==> src/rtl/multicycle_control.sv <==
// Moore control FSM for a multicycle MIPS-style datapath.
// Outputs decode the state register; Fetch enables also follow MemReady.
module multicycle_control (
  input  logic       Clk,
  input  logic       Reset,
  input  logic [5:0] Op,
  input  logic       MemReady,
  output logic       PCWrite,
  output logic       PCWriteCond,
  output logic       IorD,
  output logic       MemRead,
  output logic       MemWrite,
  output logic       MemtoReg,
  output logic       IRWrite,
  output logic       ALUSrcA,
  output logic       RegWrite,
  output logic       RegDst,
  output logic [1:0] ALUOp,
  output logic [1:0] ALUSrcB,
  output logic [1:0] PCSource,
  output logic       IllegalOp,
  output logic [3:0] State
);

  localparam logic [3:0] S_FETCH = 4'd0;
  localparam logic [3:0] S_DECODE = 4'd1;
  localparam logic [3:0] S_MADDR = 4'd2;
  localparam logic [3:0] S_MRD = 4'd3;
  localparam logic [3:0] S_MWB = 4'd4;
  localparam logic [3:0] S_MWR = 4'd5;
  localparam logic [3:0] S_EXEC = 4'd6;
  localparam logic [3:0] S_RWB = 4'd7;
  localparam logic [3:0] S_BRANCH = 4'd8;
  localparam logic [3:0] S_JUMP = 4'd9;

  logic [3:0] state_q, state_d;
  logic op_r, op_lw, op_sw, op_beq, op_j, op_ok;

  assign op_r   = (Op == 6'b000000);
  assign op_lw  = (Op == 6'b100011);
  assign op_sw  = (Op == 6'b101011);
  assign op_beq = (Op == 6'b000100);
  assign op_j   = (Op == 6'b000010);
  assign op_ok  = op_r | op_lw | op_sw | op_beq | op_j;

  always_comb begin
    state_d = S_FETCH;
    case (state_q)
      S_FETCH:  state_d = MemReady ? S_DECODE : S_FETCH;
      S_DECODE: begin
        if (op_lw || op_sw) state_d = S_MADDR;
        else if (op_r)      state_d = S_EXEC;
        else if (op_beq)    state_d = S_BRANCH;
        else if (op_j)      state_d = S_JUMP;
        else                state_d = S_FETCH;
      end
      S_MADDR:  state_d = op_lw ? S_MRD : S_MWR;
      S_MRD:    state_d = MemReady ? S_MWB : S_MRD;
      S_MWR:    state_d = MemReady ? S_FETCH : S_MWR;
      S_EXEC:   state_d = S_RWB;
      default:  state_d = S_FETCH;
    endcase
  end

  always_ff @(posedge Clk) begin
    if (Reset) state_q <= S_FETCH;
    else       state_q <= state_d;
  end

  // Raw decode; write enables are masked by Reset below.
  logic pcw_r, pcwc_r, irw_r, regw_r, memw_r;

  always_comb begin
    pcw_r     = 1'b0;
    pcwc_r    = 1'b0;
    irw_r     = 1'b0;
    regw_r    = 1'b0;
    memw_r    = 1'b0;
    IorD      = 1'b0;
    MemRead   = 1'b0;
    MemtoReg  = 1'b0;
    ALUSrcA   = 1'b0;
    RegDst    = 1'b0;
    ALUOp     = 2'b00;
    ALUSrcB   = 2'b00;
    PCSource  = 2'b00;
    IllegalOp = 1'b0;
    case (state_q)
      S_FETCH: begin
        MemRead = 1'b1;
        irw_r   = MemReady;
        pcw_r   = MemReady;
        ALUSrcB = 2'b01;
      end
      S_DECODE: begin
        ALUSrcB   = 2'b11;
        IllegalOp = ~op_ok;
      end
      S_MADDR: begin
        ALUSrcA = 1'b1;
        ALUSrcB = 2'b10;
      end
      S_MRD: begin
        MemRead = 1'b1;
        IorD    = 1'b1;
      end
      S_MWB: begin
        regw_r   = 1'b1;
        MemtoReg = 1'b1;
      end
      S_MWR: begin
        memw_r = 1'b1;
        IorD   = 1'b1;
      end
      S_EXEC: begin
        ALUSrcA = 1'b1;
        ALUOp   = 2'b10;
      end
      S_RWB: begin
        regw_r = 1'b1;
        RegDst = 1'b1;
      end
      S_BRANCH: begin
        ALUSrcA  = 1'b1;
        ALUOp    = 2'b01;
        pcwc_r   = 1'b1;
        PCSource = 2'b01;
      end
      S_JUMP: begin
        pcw_r    = 1'b1;
        PCSource = 2'b10;
      end
      default: ;
    endcase
  end

  assign PCWrite     = pcw_r & ~Reset;
  assign PCWriteCond = pcwc_r & ~Reset;
  assign IRWrite     = irw_r & ~Reset;
  assign RegWrite    = regw_r & ~Reset;
  assign MemWrite    = memw_r & ~Reset;
  assign State       = state_q;

endmodule

==> config.mk <==
export PLATFORM = sky130hd
export DESIGN_NAME = multicycle_control
export DESIGN_NICKNAME = d
export VERILOG_FILES = /design/src/rtl/multicycle_control.sv
export SDC_FILE = /design/constraint.sdc
export NUM_CORES = 1
export LEC_CHECK = 0
export CELL_PAD_IN_SITES_DETAIL_PLACEMENT = 1
export CELL_PAD_IN_SITES_GLOBAL_PLACEMENT = 1
export CORE_MARGIN = 3
export CORE_UTILIZATION = 24
export CTS_CLUSTER_DIAMETER = 80
export DETAILED_ROUTE_END_ITERATION = 8
export HOLD_SLACK_MARGIN = 0.08
export PLACE_DENSITY_LB_ADDON = 0.05
export SYNTH_ARGS = -nofsm -noshare
export SYNTH_HDL_FRONTEND = slang
export SYNTH_SLANG_ARGS = --single-unit
export TNS_END_PERCENT = 10
==> constraint.sdc <==
create_clock -name Clk -period 2.8 [get_ports Clk]
set_clock_uncertainty 0.1 [all_clocks]
set_input_delay 0.84 -clock Clk [delete_from_list [all_inputs] [get_ports Clk]]
set_output_delay 0.84 -clock Clk [all_outputs]
set_load 0.005 [all_outputs]
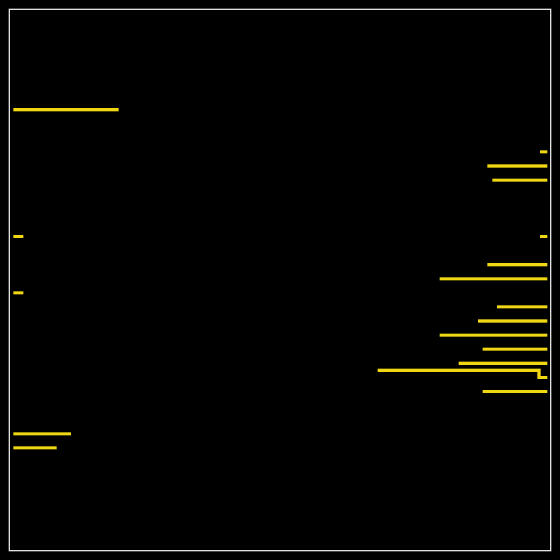
Fig. 1. The metal 3 layer (run 1).
wire length on this layer: 105 um
share of all routed wire: 5.5%
longest straight run: 15.4 um
routed wire length: 1.93 mm
DR vias: 696
grt met3 use: 0.0287

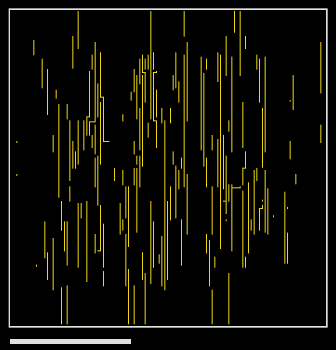
Fig. 2. Met2 routing (run 1).
The bar under the picture is 20 um long.
nets with wire on the layer: 122
wire length on this layer: 937 um
longest straight run: 32.0 um
share of all routed wire: 48%
GRT met2 Usage: 0.274

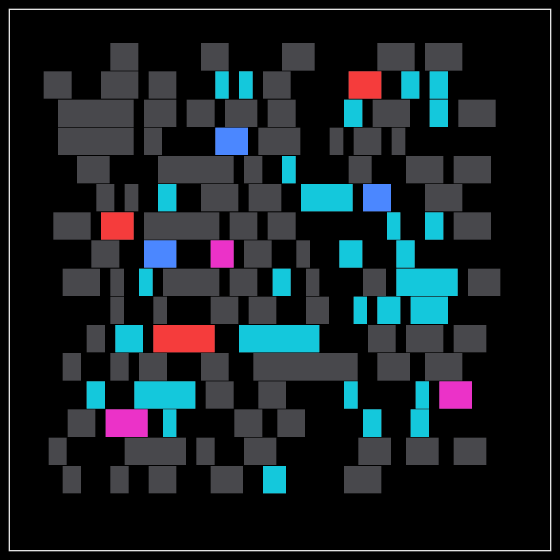
Fig. 3. Gate families picked out (run 1).
| family | colour | cells |
|---|---|---|
| and/or cells | magenta | 3 |
| xor and xnor cells | red | 3 |
| non-inverting ao/oa cells | blue | 3 |
| nor cells | cyan | 29 |
combinational fraction of the cell area: 0.455
fin cells: 146
dominant logic cell type in the layout: buf_4

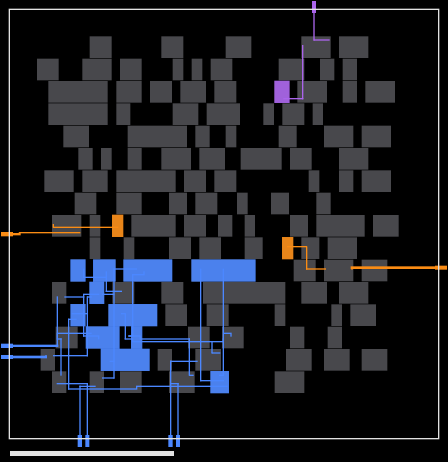
Fig. 4. Port wiring (run 1).
The bar under the picture is 20 um long.
| port | colour | bits | direction | edge | end cells | buffers | wire |
|---|---|---|---|---|---|---|---|
| `ALUSrcB` | orange | 2 | output | 1 east, 1 west | 2 | 2 | 34.0 um |
| `IorD` | purple | 1 | output | north | 1 | 1 | 14.0 um |
| `Op` | blue | 6 | input | 4 south, 2 west | 11 | 10 | 215 um |
io pins: 30
I/O Buffers: 29

## run 1: stage by stage
stage          setup TNS (ns)  setup WS (ns)  hold slack, ns  power, uW
5_1_grt                     0        0.00294           0.601        255
3_3_place_gp            -2.55         -0.652           0.583        160
3_5_place_dp            -2.67         -0.708           0.586        161
6_report                    0         0.0270           0.578        237
4_1_cts               -0.0577        -0.0577           0.609        237
2_1_floorplan               0          0.174           0.555        102
## run 1: repair_timing
action                                  4_1_cts  5_1_grt
pin swaps                                     6        6
gates cloned                                  0        0
gates resized                                31       11
endpoints found under the setup margin        6        2
hold endpoints to repair                      0        0
buffers inserted                              1        2
## run 1: power by group
group	internal, uW	switching [uW]	total (uW)	leakage (uW)
logic	55.8	51.5	107	0.000362
clock network	47.8	21.0	68.7	0.0000138
registers	59.3	1.60	60.9	0.0000325
## run 1: routing by layer
| layer | GRT usage | part of all wire | wire length [um] |
|---|---|---|---|
| met5 | 0 | 0 | 0 |
| met4 | 0 | 0 | 0 |
| met3 | 0.0287 | 0.054 | 105 |
| met2 | 0.274 | 0.48 | 937 |
| met1 | 0.192 | 0.46 | 890 |
## run 1: worst reg2reg max path, cell delays in order, from the launching register on
cell	delay [ns]
dfxtp_1	0.30
buf_4	0.15
nor2_2	0.15
buf_4	0.13
a21boi_0	0.25
nand2_1	0.10
a2111oi_2	0.34
## run 1: kinds of logic (layout without fill, tap and decap cells)
group | count (synthesis) | in the layout | share of synthesized area
and+or+nand+nor | 44 | 44 | 0.468
AOI/OAI and AO/OA | 13 | 13 | 0.201
buffers and inverters | 8 | 54 | 0.100
DFF | 4 | 4 | 0.157
xor gates and xnor gates | 3 | 3 | 0.0515
muxes | 1 | 1 | 0.0221
==> impl_metrics.toml, run 1 <==
# flow metrics
[yosys]
syn_area_per_cell_um2 = 6.99
most_common_cell = "nor3_1"
top_cells_by_count = "nor3_1, nor2_1, nand2_1"
async_reset_ff_frac = 0
yosysCellCount = 73
yosys_warnings = 0

[finish]
areaGrowthSynthToFinish_pct = 96.8
fillCellCount = 252
nNonClkBuffers = 49
flop_area_um2 = 80.1
drive_gt1_frac = 0.378
final_util = 0.507
lay_top_cells = "buf_4, clkdlybuf4s50_1, nor3_1"
comb_cells = 61
logic_area_um2 = 457
sh_seq_area = 0.0797
layout.nonclk_buf_frac = 0.402

[min_path]
holdPathStages = 2
min_path_type = "reg -> reg"
min_from = "State[0]$_SDFF_PP0_"

[clock_network]
cts-root-buf = "clkbuf_4"
ctsHtreeMaxLevel = 1
clkLatencyLatePin_ns = 0.23
cts.clk_slew.worst_paths_ns = 0.04
cts_hold_buf = 0

[timing]
setup_viol = 0
finalClockPeriodUsage = 0.990

[critical_path]
r2r_slack_ns = 1.17
worstPathBufferInverterCount = 2
arrival_ns = 1.83
slowest_delay_ns = 0.26
cp.depth = 6
worst_setup_path_start_kind = "input pin"
crit_path_frequent_cell = "dlygate4sd2_1"
timing.rr.end = "State[3]$_SDFF_PP0_"

[outcome]
status = "completed"

[die]
chipHeight_um = 52.1
floorplan.core_util = 0.258
taps = 27

[drt]
drtIter0Drc = 8
drtPass1Iterations = 4

[flow_run]
drv_cap = 0
warnings = 27

[global_route]
grt_pass1_wl_mm = 3.19

[power]
power_density_nw_per_um2 = 236

[place]
gp_congestion = 0.783
==> run 2, diff against run 1 <==
Settings changed: CORE_MARGIN 3 to 2.
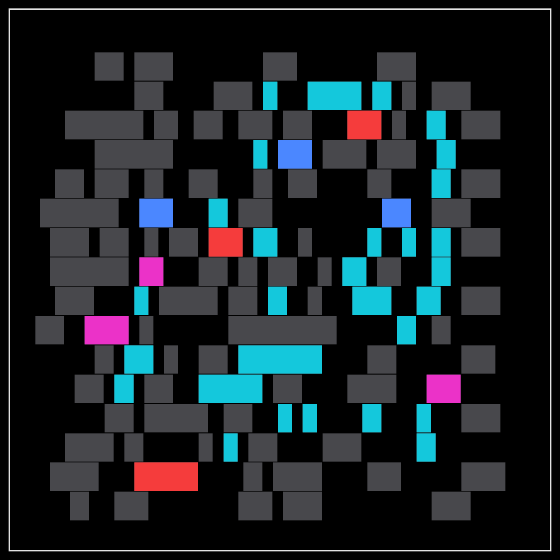
Fig. 5. Gate families picked out (run 2).
| family | colour | cells |
|---|---|---|
| xor and xnor cells | red | 3 |
| and/or cells | magenta | 3 |
| nor cells | cyan | 29 |
| non-inverting ao/oa cells | blue | 3 |
fin cells: 143
combinational fraction of the cell area: 0.444

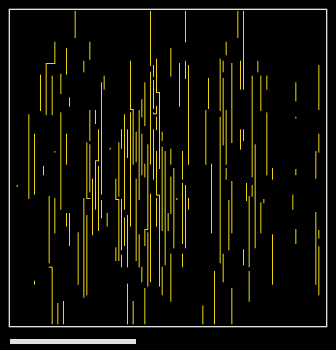
Fig. 6. Met2 routing (run 2).
The bar under the picture is 20 um long.
share of all routed wire: 52%
wire length on this layer: 960 um
DR vias: 686
routed wire length: 1.85 mm
GRT met2 Usage: 0.285

==> run 2 against run 1 <==
  * The flow now finishes with violations (setup timing)
  * Largest power group unchanged
  * First-iteration DRC count shrank 88%
  * Non-clock buffer count is 3 lower
  * Combinational power hardly changed
  * Highest routed layer is now met4
==> impl_metrics.toml, run 2 <==
# flow metrics
[critical_path]
slowest_delay_ns = 0.32
r2r_slack_ns = 1.13
arrival_ns = 1.88
timing.rr.end = "State[3]$_SDFF_PP0_"
worst_setup_path_start_kind = "input pin"
worstPathBufferInverterCount = 2

[outcome]
status = "complete, but fails checks"
violations = "setup timing"

[power]
pwr-share-seq = 0.258
power_uw = 233
powerComb_uw = 104
p_sw_uw = 71.9
power_density_nw_per_um2 = 235
pg_clk_uw = 68.6
netSwitchingFraction = 0.308

[finish]
areaGrowthSynthToFinish_pct = 94.4
lay_top_cells = "buf_4, clkdlybuf4s50_1, nor3_1"
drive_gt1_frac = 0.328

[flow_run]
drv_cap = 0
warnings = 28

[timing]
setup_viol = 1
whs_ns = 0.632
layout_setup_ws_ns = -0.0199
finalClockPeriodUsage = 1.01

[clock_network]
cts.clk_slew.worst_paths_ns = 0.03
cts-root-buf = "clkbuf_4"
cts_hold_buf = 0
clkLatencyLatePin_ns = 0.23

[place]
io_buffer_count = 29
gp_congestion = 0.812

[drt]
drtIter0Drc = 1

[yosys]
most_common_cell = "nor3_1"
async_reset_ff_frac = 0

[min_path]
min_from = "State[3]$_SDFF_PP0_"
min_path_type = "reg -> reg"

[die]
chipHeight_um = 50.1
floorplan.core_util = 0.258
==> run 2: cell counts after synthesis <==
No cell type changed its count.
==> run 2: kinds of logic (layout without fill, tap and decap cells) <==
| group | Yosys count | count (layout) | synth area share |
|---|---|---|---|
| muxes | 1 | 1 | 0.0221 |
| DFF | 4 | 4 | 0.157 |
| AOI/OAI and AO/OA | 13 | 13 | 0.201 |
| xor gates and xnor gates | 3 | 3 | 0.0515 |
| and+or+nand+nor | 44 | 44 | 0.468 |
| buffers and inverters | 8 | 51 | 0.100 |
==> run 2: metrics by stage <==
stage               cell area (um2)  utilization  setup WS [ns]
floorplan                       510            -          0.174
global placement                911        0.460         -0.662
detailed placement              911        0.460         -0.829
CTS                             963        0.486         -0.231
global route                    992        0.501         -0.101
finish                          992        0.501        -0.0199
==> run 2: area by class of cell <==
class                           instances  area [um2]
Fill cell                             243         990
Multi-Input combinational cell         61         440
Timing Repair Buffer                   46         408
Sequential cell                         4        80.1
Tap cell                               27        33.8
Clock buffer                            3        22.5
Inverter                                2        7.51
==> run 2: per-layer routing <==
layer  global-route usage  part of all wire  wire length [um]
met5                    0                 0                 0
met4               0.0833            0.0092                17
met3               0.0242             0.035                64
met2                0.285              0.52               960
met1                0.194              0.44               812
==> run 2: worst max-delay path by stage <==
stage | start | to
final | Op[1] | IllegalOp
after global routing | Op[1] | IllegalOp
after CTS | Op[3] | IllegalOp
after detailed placement | Op[0] | IllegalOp
after global placement | Op[1] | IllegalOp
after floorplan | Op[0] | IllegalOp
==> run 2: what timing repair did <==
item,4_1_cts,5_1_grt
gates cloned,0,0
pin swaps,5,4
setup endpoints to repair,6,6
setup buffers,0,1
gates resized,30,8
No activity file was given, so power comes from the tool's default toggle rates.
